===== config.mk =====
export PLATFORM = sky130hd
export DESIGN_NAME = wallace_mult_pipe
export DESIGN_NICKNAME = d
export VERILOG_FILES = /design/src/rtl/wallace_mult_pipe.sv
export SDC_FILE = /design/constraint.sdc
export NUM_CORES = 1
export LEC_CHECK = 0
export ABC_CLOCK_PERIOD_IN_PS = 3800
export CORE_ASPECT_RATIO = 0.5
export CORE_MARGIN = 5
export CORE_UTILIZATION = 58
export CTS_CLUSTER_SIZE = 8
export DETAILED_ROUTE_END_ITERATION = 10
export PLACE_DENSITY = 0.79
export REMOVE_ABC_BUFFERS = 1
export SYNTH_ARGS = -nofsm -noshare
export SYNTH_HDL_FRONTEND = slang
export SYNTH_SLANG_ARGS = --single-unit

===== constraint.sdc =====
create_clock -name clk -period 3.8 [get_ports clk]
set_input_delay 0.57 -clock clk [delete_from_list [all_inputs] [get_ports clk]]
set_output_delay 0.57 -clock clk [all_outputs]
set_load 0.005 [all_outputs]

===== src/rtl/wallace_mult_pipe.sv =====
`default_nettype none
// ============================================================================
// Module   : wallace_mult_pipe
// Brief    : 3-stage pipelined Baugh-Wooley / Wallace-tree multiplier with
//            valid/ready handshakes, per-transaction sign mode and sideband tag.
// Revision : 1.0 - initial release
// ============================================================================
module wallace_mult_pipe #(
  parameter int WIDTH = 8,
  parameter int TAG_W = 4
) (
  input  logic               clk,
  input  logic               rst,
  input  logic               in_valid,
  output logic               in_ready,
  input  logic [WIDTH-1:0]   a,
  input  logic [WIDTH-1:0]   b,
  input  logic               in_signed,
  input  logic [TAG_W-1:0]   in_tag,
  output logic               out_valid,
  input  logic               out_ready,
  output logic [2*WIDTH-1:0] p,
  output logic [TAG_W-1:0]   out_tag
);

  localparam int C_PW = 2 * WIDTH;
  localparam int C_NR = WIDTH + 1;  // WIDTH partial-product rows plus one constant row

  function automatic int reduce_levels(input int rows);
    int n;
    int l;
    n = rows;
    l = 0;
    while (n > 2) begin
      n = 2 * (n / 3) + n % 3;
      l++;
    end
    return l;
  endfunction

  localparam int C_LEVELS = reduce_levels(C_NR);

  logic              en;
  logic              v1_q, v2_q, out_valid_q;
  logic [C_PW-1:0]   pp_d  [C_NR];
  logic [C_PW-1:0]   pp_q  [C_NR];
  logic [TAG_W-1:0]  tag1_q, tag2_q, out_tag_q;
  logic [C_PW-1:0]   sum_d, cry_d, sum_q, cry_q;
  logic [C_PW-1:0]   p_d, p_q;

  assign en       = ~out_valid_q | out_ready;
  assign in_ready = en;

  // Signed mode inverts the bits pairing exactly one sign bit with a magnitude
  // bit, and adds the correction constants 2^WIDTH and 2^(2*WIDTH-1).
  always_comb begin
    for (int r = 0; r < C_NR; r++) pp_d[r] = '0;
    for (int i = 0; i < WIDTH; i++) begin
      for (int j = 0; j < WIDTH; j++) begin
        pp_d[i][i+j] = (a[j] & b[i]) ^ (in_signed & ((i == WIDTH-1) != (j == WIDTH-1)));
      end
    end
    pp_d[WIDTH][WIDTH]  = in_signed;
    pp_d[WIDTH][C_PW-1] = in_signed;
  end

  // Wallace reduction: each level compresses row triples with full-adder
  // columns (sum, carry<<1); leftover rows pass through to the next level.
  always_comb begin
    logic [C_PW-1:0] row_cur [C_NR];
    logic [C_PW-1:0] row_nxt [C_NR];
    int n;
    int m;
    row_cur = pp_q;
    n       = C_NR;
    m       = 0;
    for (int l = 0; l < C_LEVELS; l++) begin
      for (int r = 0; r < C_NR; r++) row_nxt[r] = '0;
      m = 0;
      for (int g = 0; g < C_NR / 3; g++) begin
        if (3 * g + 2 < n) begin
          row_nxt[m]   = row_cur[3*g] ^ row_cur[3*g+1] ^ row_cur[3*g+2];
          row_nxt[m+1] = ((row_cur[3*g] & row_cur[3*g+1]) |
                          (row_cur[3*g] & row_cur[3*g+2]) |
                          (row_cur[3*g+1] & row_cur[3*g+2])) << 1;
          m = m + 2;
        end
      end
      for (int r = 0; r < C_NR; r++) begin
        if (r >= 3 * (n / 3) && r < n) begin
          row_nxt[m] = row_cur[r];
          m = m + 1;
        end
      end
      row_cur = row_nxt;
      n       = m;
    end
    sum_d = row_cur[0];
    cry_d = row_cur[1];
  end

  assign p_d = sum_q + cry_q;

  always_ff @(posedge clk) begin
    if (rst) begin
      v1_q        <= 1'b0;
      v2_q        <= 1'b0;
      out_valid_q <= 1'b0;
      p_q         <= '0;
      out_tag_q   <= '0;
    end else if (en) begin
      v1_q        <= in_valid;
      v2_q        <= v1_q;
      out_valid_q <= v2_q;
      if (v2_q) begin
        p_q       <= p_d;
        out_tag_q <= tag2_q;
      end
    end
  end

  // Datapath registers only load behind a valid flag, so bubbles never disturb them.
  always_ff @(posedge clk) begin
    if (en && in_valid) begin
      pp_q   <= pp_d;
      tag1_q <= in_tag;
    end
    if (en && v1_q) begin
      sum_q  <= sum_d;
      cry_q  <= cry_d;
      tag2_q <= tag1_q;
    end
  end

  assign out_valid = out_valid_q;
  assign p         = p_q;
  assign out_tag   = out_tag_q;

endmodule
`default_nettype wire

==> flow_summary.html <==
<h3>Flow metrics</h3>
<table>
<tr><th>Metric</th><th>Value</th></tr>
<tr><th colspan="2">Worst hold path</th></tr>
<tr><td>Hold-critical path endpoint</td><td>sum_q[0]</td></tr>
<tr><td>Class of the most critical hold timing path</td><td>flip-flop to flip-flop</td></tr>
<tr><td>Hold path depth</td><td>0</td></tr>
<tr><th colspan="2">Worst setup path</th></tr>
<tr><td>Crit-path max FO</td><td>1</td></tr>
<tr><td>Worst-case reg-to-reg path depth</td><td>8</td></tr>
<tr><td>Critical R2R Capture</td><td>sum_q[9]</td></tr>
<tr><td>Origin of the worst setup path</td><td>pp_q[57]</td></tr>
<tr><td>Reg-to-reg startpoint</td><td>pp_q[57]</td></tr>
<tr><th colspan="2">STA</th></tr>
<tr><td>Transition time of the tightest slew-check pin</td><td>947 ps</td></tr>
<tr><td>Number of failing setup endpoints in the final timing report</td><td>0</td></tr>
<tr><td>Fin crit period</td><td>2780 ps</td></tr>
<tr><td>Post-layout period usage of the worst path</td><td>73.1%</td></tr>
<tr><th colspan="2">Yosys</th></tr>
<tr><td>Synthesis warning total</td><td>0</td></tr>
<tr><td>EDFF count, synth</td><td>100</td></tr>
<tr><td>Mean instance size in the synthesized netlist</td><td>13.4 sq um</td></tr>
<tr><td>Post-synthesis xor/xnor area fraction</td><td>3.05%</td></tr>
<tr><td>Synthesized registers</td><td>123</td></tr>
<tr><td>Asr flop ratio synth</td><td>0%</td></tr>
<tr><th colspan="2">Run status</th></tr>
<tr><td>Status</td><td>finished clean</td></tr>
<tr><th colspan="2">Power and ir drop</th></tr>
<tr><td>Clk network pwr share</td><td>39.2%</td></tr>
<tr><td>Power per cell area</td><td>582 mW/mm^2</td></tr>
<tr><td>Cell Int Power</td><td>3120 uW</td></tr>
<tr><th colspan="2">Clocking</th></tr>
<tr><td>Cell chosen for the clock root</td><td>sky130_fd_sc_hd__clkbuf_16</td></tr>
<tr><td>Clock tree from TritonCTS</td><td>yes</td></tr>
<tr><td>Postcts setup bufs</td><td>0</td></tr>
<tr><td>Number of hold-repair buffers added at the cts stage</td><td>0</td></tr>
<tr><th colspan="2">Run</th></tr>
<tr><td>Total of max-cap violations</td><td>0</td></tr>
<tr><th colspan="2">Placed design</th></tr>
<tr><td>Count of buffers inserted at the top-level ports</td><td>46</td></tr>
<tr><td>Worst-case setup slack after placement</td><td>1030 ps</td></tr>
<tr><th colspan="2">Floorplan</th></tr>
<tr><td>Initial Utilization</td><td>59.3%</td></tr>
<tr><th colspan="2">Cells and area</th></tr>
<tr><td>FF+latch area</td><td>0.00346 sq mm</td></tr>
<tr><td>Share of layout cells above drive strength 1</td><td>8.64%</td></tr>
<tr><td>Commonest cells after routing, fill and taps aside</td><td>100 x sky130_fd_sc_hd__edfxtp_1, 56 x sky130_fd_sc_hd__inv_1, 51 x sky130_fd_sc_hd__and2_1, 46 x sky130_fd_sc_hd__nand2_1, 46 x sky130_fd_sc_hd__clkdlybuf4s50_1</td></tr>
<tr><th colspan="2">Global route</th></tr>
<tr><td>Number of antenna violations at the first check in global routing</td><td>0</td></tr>
</table>
[cell type report]
class                   instances  share of cell area (%)
clock buffers                  23                    7.89
clock inverters                 9                   0.840
inverters                      56                    2.88
multi-input cells             259                    31.7
flip-flops and latches        123                    47.5
well taps                     140                    2.40
repair buffers                 51                    6.83
[Yosys cell counts, types with 2 or more instances]
| cell type | number | area share (%) |
|---|---|---|
| sky130_fd_sc_hd__and3_1 | 4 | 0.41 |
| sky130_fd_sc_hd__a211oi_1 | 3 | 0.37 |
| sky130_fd_sc_hd__edfxtp_1 | 100 | 50 |
| sky130_fd_sc_hd__buf_2 | 3 | 0.25 |
| sky130_fd_sc_hd__dfxtp_1 | 23 | 7.6 |
| sky130_fd_sc_hd__nand2_1 | 46 | 2.9 |
| sky130_fd_sc_hd__nor2_1 | 11 | 0.68 |
| sky130_fd_sc_hd__clkbuf_1 | 7 | 0.44 |
| sky130_fd_sc_hd__fa_1 | 39 | 13 |
| sky130_fd_sc_hd__or3_1 | 2 | 0.21 |
| sky130_fd_sc_hd__inv_1 | 56 | 3.5 |
| sky130_fd_sc_hd__mux2i_1 | 2 | 0.33 |
| sky130_fd_sc_hd__ha_1 | 33 | 6.8 |
| sky130_fd_sc_hd__xor2_1 | 2 | 0.29 |
| sky130_fd_sc_hd__xnor2_1 | 19 | 2.8 |
| sky130_fd_sc_hd__a21oi_1 | 22 | 1.8 |
| sky130_fd_sc_hd__and2_1 | 52 | 5.4 |
| sky130_fd_sc_hd__a21o_1 | 3 | 0.37 |
| sky130_fd_sc_hd__nand3_1 | 4 | 0.33 |
[logic make-up (layout without fill, tap and decap cells)]
group / after synthesis / count (layout)
AND/OR/NAND/NOR: 124 / 124
flip-flops: 123 / 123
adder cells (fa/ha/maj): 72 / 72
buffers and inverters: 67 / 139
AND-OR/OR-AND: 40 / 40
XOR/XNOR: 21 / 21
multiplexers: 2 / 2
[registers in the layout, summed over array words and instances (netlist names)]
register	cells
tag2_q	4
cry_q	11
v2_q	1
tag1_q	4
v1_q	1
p	16
out_tag	4
pp_q	65
out_valid	1
sum_q	16
[routing by layer]
metal	up-vias	global-route usage (%)	wire length (microns)
li1	1630	-	-
met1	1644	26.2	5260
met2	88	30.2	5090
met3	13	4.79	678
met5	-	0	0
met4	0	6.61	130
[worst max-delay path, stage by stage (launching register included)]
cell	delay [ps]
sky130_fd_sc_hd__edfxtp_1	330
sky130_fd_sc_hd__inv_1	60
sky130_fd_sc_hd__fa_1	530
sky130_fd_sc_hd__inv_1	50
sky130_fd_sc_hd__fa_1	500
sky130_fd_sc_hd__inv_1	50
sky130_fd_sc_hd__fa_1	490
sky130_fd_sc_hd__inv_1	60
sky130_fd_sc_hd__fa_1	430
[stage by stage]
step / total power (uW) / cell area (sq um) / std cells
after detailed placement: 2580 / 6660 / 629
after CTS: 4270 / 7300 / 661
after global placement: 2540 / 6660 / 629
after floorplan: 2290 / 5980 / 438
final: 4240 / 7300 / 661
after global routing: 4480 / 7300 / 661
[power groups by stage]
stage               Clock, uW  Combinational [uW]  Sequential, uW
floorplan                   0                 581            1710
global placement            0                 821            1720
global route             1750                1020            1710
finish                   1660                 887            1690
CTS                      1680                 894            1700
detailed placement          0                 862            1720
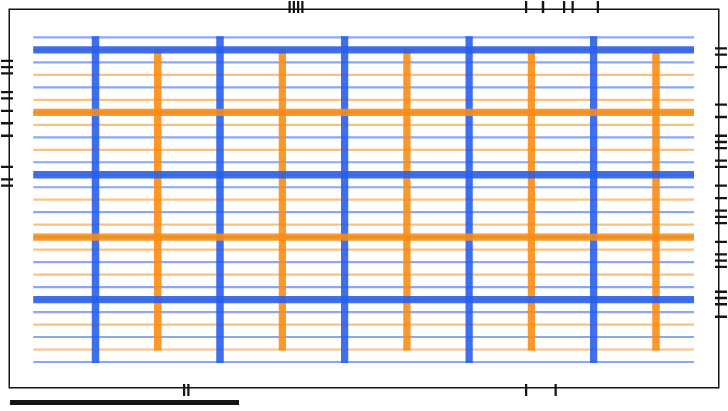
*Floorplan with the power grid*
Scale bar: 50 microns. Pins as bars on the die edge.
net	colour
VDD	orange
VSS	blue
met4 straps	10
signal pins	47
met1 rails	27
rows	26
met5 straps	5
Core Footprint: 0.0102 sq mm
chip width: 154 microns
worst IR drop on VDD: 280 uV
vertical die dimension: 82.1 microns

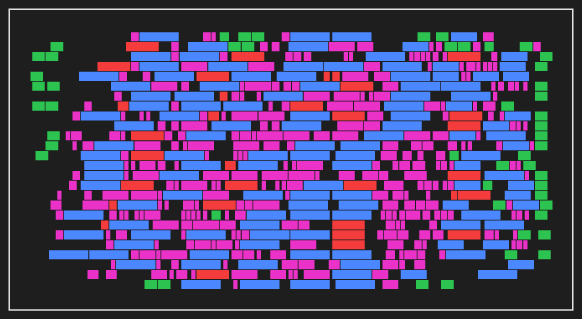
*Cells coloured by class*
class	colour	cells
remaining logic cells	magenta	315
clock drivers and dummy loads	red	32
sequential cells	blue	123
remaining buffers and delay cells	green	51
Placement Rows: 26
register share of the cell area: 47.5%
share of the core filled with cells: 71.7%

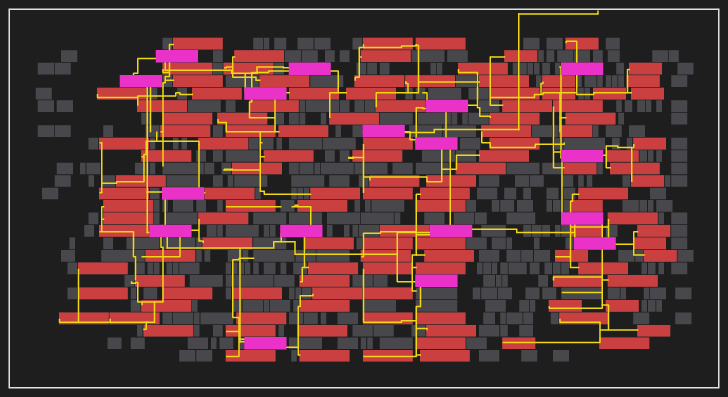
*Clock wires, drivers and flops*
[clock wires] yellow | length: 1450 microns
[clock-net drivers] magenta | count: 17
[flip-flops] red | count: 123
flops lie	widely spread
final worst clock skew: 12.8 ps
Clock Latency Late Sink: 420 ps

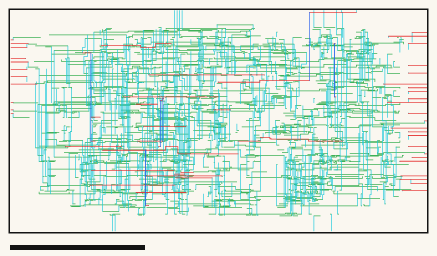
*Signal wires by layer*
Scale bar: 50 microns.
layer	colour	wire length
M1	green	5260 microns
M4	blue	131 microns
M3	red	679 microns
M2	cyan	5090 microns
routed wire length per instance: 16.9 microns
overall via count from detail_route: 3375
total routing resource utilization after global routing: 19.0%
total wire length after detailed routing: 11200 microns

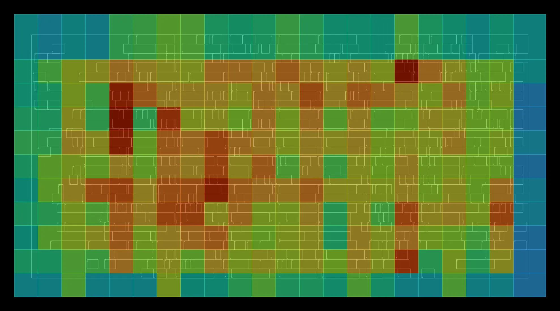
*Congestion heat map*
met2 Use GR: 30.2%
GR Layer Usage met1: 26.2%
GRT busiest layer: met2
fraction of met3 tracks used by global routing: 4.79%

No activity file was given, so power comes from the tool's default toggle rates.
